==> images/final_clocks.png <==
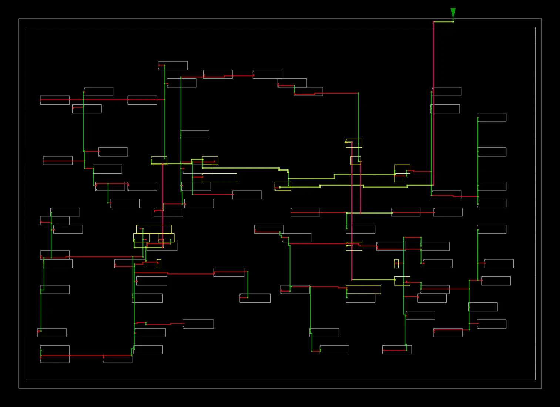
==> images/gate_families.png <==
Drawn at 3 px/µm.
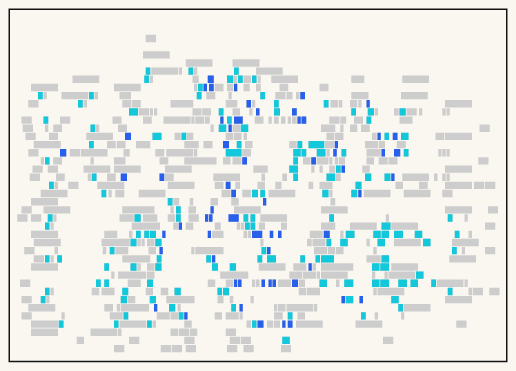
File: config.mk
export PLATFORM = sky130hd
export DESIGN_NAME = signal_analyzer
export DESIGN_NICKNAME = d
export VERILOG_FILES = /design/src/rtl/signal_analyzer.sv
export SDC_FILE = /design/constraint.sdc
export NUM_CORES = 1
export LEC_CHECK = 0
export CAP_MARGIN = 10
export CORE_ASPECT_RATIO = 0.7
export CORE_MARGIN = 2
export CORE_UTILIZATION = 25
export CTS_BUF_LIST = sky130_fd_sc_hd__clkbuf_8
export CTS_CLUSTER_DIAMETER = 40
export DETAILED_ROUTE_END_ITERATION = 7
export PLACE_DENSITY = 0.39
export SYNTH_ARGS = -nofsm -noshare
export SYNTH_HDL_FRONTEND = slang
export SYNTH_SLANG_ARGS = --single-unit
export TNS_END_PERCENT = 1
File: constraint.sdc
create_clock -name clk -period 5.3 [get_ports clk]
set_clock_uncertainty 0.15 [all_clocks]
set_input_delay 1.06 -clock clk [delete_from_list [all_inputs] [get_ports clk]]
set_output_delay 1.06 -clock clk [all_outputs]
set_load 0.005 [all_outputs]
File: src/rtl/signal_analyzer.sv
// signal_analyzer
//   Measures the period and the min/max amplitude of an 8-bit waveform.
//   A hysteretic region tracker (UNKNOWN/LOW/HIGH) detects rising
//   crossings of MID. A two-state measurement FSM (IDLE/RUN) counts the
//   valid samples between consecutive rising crossings. It reports
//   period/min/max with a one-cycle result_valid pulse, and it abandons
//   a window that grows too long.
//
// Ports
//   clk          : clock, rising edge
//   rst          : asynchronous reset, active low
//   sample_valid : sample is accepted this cycle
//   sample[7:0]  : unsigned waveform code
//   clear        : synchronous restart of the measurement
//   result_valid : one-cycle pulse when period/min_val/max_val update
//   period[15:0] : valid samples in the last complete cycle
//   min_val[7:0] : minimum sample in the last complete cycle
//   max_val[7:0] : maximum sample in the last complete cycle
//   lock         : last two reported periods are equal
//   timeout      : one-cycle pulse when a window is abandoned
module signal_analyzer #(
    parameter int          MID     = 127,
    parameter int          HYST    = 8,
    parameter logic [15:0] TIMEOUT = 16'hFFFF
) (
    input  logic        clk,
    input  logic        rst,
    input  logic        sample_valid,
    input  logic [7:0]  sample,
    input  logic        clear,
    output logic        result_valid,
    output logic [15:0] period,
    output logic [7:0]  min_val,
    output logic [7:0]  max_val,
    output logic        lock,
    output logic        timeout
);

    localparam logic [7:0] LO_TH = 8'(MID - HYST);
    localparam logic [7:0] HI_TH = 8'(MID + HYST);

    typedef enum logic [1:0] {R_UNKNOWN, R_LOW, R_HIGH} region_t;
    typedef enum logic {S_IDLE, S_RUN} state_t;

    region_t     region, region_nxt;
    state_t      state;
    logic [15:0] cnt, cnt_inc;
    logic [7:0]  wmin, wmax, win_min, win_max;
    logic        crossing, tmo_hit, have_prev;

    always_comb begin
        region_nxt = region;
        if (sample <= LO_TH)
            region_nxt = R_LOW;
        else if (sample >= HI_TH)
            region_nxt = R_HIGH;
    end

    // Only LOW -> HIGH counts; leaving UNKNOWN straight into HIGH does not.
    assign crossing = (region == R_LOW) && (region_nxt == R_HIGH);

    assign cnt_inc = (cnt == 16'hFFFF) ? cnt : cnt + 16'd1;
    assign win_min = (sample < wmin) ? sample : wmin;
    assign win_max = (sample > wmax) ? sample : wmax;

    // cnt excludes the crossing sample that opened the window, so the
    // number of samples seen since the window started is cnt_inc + 1.
    assign tmo_hit = ({1'b0, cnt_inc} + 17'd1) >= {1'b0, TIMEOUT};

    always_ff @(posedge clk or negedge rst) begin
        if (!rst) begin
            region       <= R_UNKNOWN;
            state        <= S_IDLE;
            cnt          <= '0;
            wmin         <= 8'hFF;
            wmax         <= 8'h00;
            have_prev    <= 1'b0;
            period       <= '0;
            min_val      <= '0;
            max_val      <= '0;
            lock         <= 1'b0;
            result_valid <= 1'b0;
            timeout      <= 1'b0;
        end else begin
            result_valid <= 1'b0;
            timeout      <= 1'b0;
            if (clear) begin
                // Results are kept; only the tracking state restarts.
                region    <= R_UNKNOWN;
                state     <= S_IDLE;
                cnt       <= '0;
                lock      <= 1'b0;
                have_prev <= 1'b0;
            end else if (sample_valid) begin
                region <= region_nxt;
                if (state == S_IDLE) begin
                    if (crossing) begin
                        state     <= S_RUN;
                        cnt       <= '0;
                        wmin      <= 8'hFF;
                        wmax      <= 8'h00;
                        have_prev <= 1'b0;
                    end
                end else begin
                    // A crossing takes priority over the timeout threshold.
                    if (crossing) begin
                        period       <= cnt_inc;
                        min_val      <= win_min;
                        max_val      <= win_max;
                        result_valid <= 1'b1;
                        lock         <= have_prev && (cnt_inc == period);
                        have_prev    <= 1'b1;
                        cnt          <= '0;
                        wmin         <= 8'hFF;
                        wmax         <= 8'h00;
                    end else if (tmo_hit) begin
                        state     <= S_IDLE;
                        timeout   <= 1'b1;
                        lock      <= 1'b0;
                        have_prev <= 1'b0;
                        cnt       <= '0;
                    end else begin
                        cnt  <= cnt_inc;
                        wmin <= win_min;
                        wmax <= win_max;
                    end
                end
            end
        end
    end

endmodule

==> impl_metrics.toml <==
# synthesis and place-and-route metrics
[cells_and_area]
fin_util = 0.3070
final_area_mm2 = 0.005513
syn_to_final_growth_pct = 21.01
final_cell_mix = "dfrtp_1 (63), nand2_1 (56), clkdlybuf4s50_1 (45)"
nNetsFinal = 601
final_layout_size_suffix_gt1_frac = 0.09722

[routing]
routed-wl-met2_mm = 5.540
viasPerCell = 5.142
wl_met3_mm = 1.346
first_pass_iters = 5
drc = 0

[pwr]
power_leader = "registers"
internal_power_mw = 0.8901
pwr-share-clk = 0.459
power_density_mw_per_mm2 = 216.3
seqPwrFrac = 0.462
seq-power_mw = 0.551
pg_comb_mw = 0.0937

[timing]
min_period_ns = 4.749
timing.fmax_mhz = 210.6
tightest_slew_ns = 0.9707
period_used_share = 0.8960
slew_headroom = 0.3529

[clock_tree]
clkTransAtPathRegs_ns = 0.08
insertion_delay_ns = 0.37
cts.repair.resized = 0

[synth]
synth_flops = 71
ys_cells = 534
area_leaders = "dfrtp_1 (35%), ha_1 (4.9%), dfstp_2 (4.6%)"
syn-num-nets = 564
ys_async_sr_fraction = 1.000
yosys_warnings = 0

[floorplan]
core_mm2 = 0.01795
die_y_um = 116.9
core_util_floorplan = 0.2537
rows = 41

[status]
outcome = "completed"

[placed_design]
dp_hpwl_mm = 11.20
dpl_cell_area_mm2 = 0.005275

[grt]
grt_antenna_before_repair = 0
grt_pass1_vias = 4164
grtUsageTotal = 0.1706

[worst_setup_path]
crit_fanout = 22
cp.arrival_ns = 4.82
regToRegSetupSlack_ns = 0.55
r2r_start = "cnt[0]"
cp-startpoint = "cnt[0]"
path_class = "flop to flop"
cp.required_ns = 5.38

[hold_path]
hp-start = "max_val[0]"

[run]
max-cap-violations = 0
## Picture notes: final_clocks.png
clk sink count: 71
CLK BUF: 9
flop count: 71

## Picture notes: gate_families.png
legend:
  blue:
    family: NOR gates
    cells: 62
  cyan:
    family: inverting AOI/OAI gates
    cells: 139
Non-Filler Instances: 812
Top cell excl fill/tap: dfrtp_1
logic share of the area: 0.4478

-- flip-flops by register name (all words and copies together) (netlist names) --
register and flops:
region 2, have_prev 1, timeout 1, lock 1
state 1, result_valid 1, max_val 8, wmin 8
min_val 8, cnt 16, wmax 8, period 16
-- layout make-up --
class                      count  area [µm²]
clock inverter                 7       113.9
sequential                    71        1787
timing repair buffer          62       578.1
tap                          236       295.3
inverter                      39       146.4
fill                        1913       12440
multi-input combinational    388        2469
clock buffer                   9       123.9
-- critical path, cell delays in order, from the launching register on --
cell      delay (ns)
dfrtp_1         0.62
ha_1            0.50
nand3_2         0.19
or4_1           0.63
a21oi_1         0.33
ha_1            0.26
inv_1           0.05
a31o_1          0.23
or4_1           0.44
a21o_1          0.19
a221oi_2        0.27
a21oi_1         0.13
buf_4           0.24
a31oi_1         0.26
o22ai_1         0.12
-- kinds of logic (layout without fill, tap and decap cells) --
logic type / count (synthesis) / count (layout) / share of synthesized area
XOR/XNOR: 29 / 29 / 0.05740
AND-OR/OR-AND: 154 / 154 / 0.2123
multiplexers: 6 / 6 / 0.01401
AND/OR/NAND/NOR: 181 / 181 / 0.2054
flip-flops: 71 / 71 / 0.3922
buffers and inverters: 75 / 117 / 0.06921
adder cells (fa/ha/maj): 18 / 18 / 0.04944
-- layer usage --
layer	global-route usage	up-vias
met5	0	-
met4	0.04310	0
met3	0.05321	18
met2	0.2086	144
met1	0.2766	2022
li1	-	1991
-- cells in the mapped netlist (all sizes together), types with 15 or more instances --
cell type and number:
dfrtp 63, nand2 56, o21ai 41, a21oi 39, inv 38, nor2 38
clkbuf 23, xnor2 20, ha 18, nand3 17, a31oi 16, or4 15
Power and IR drop assume default switching activity.
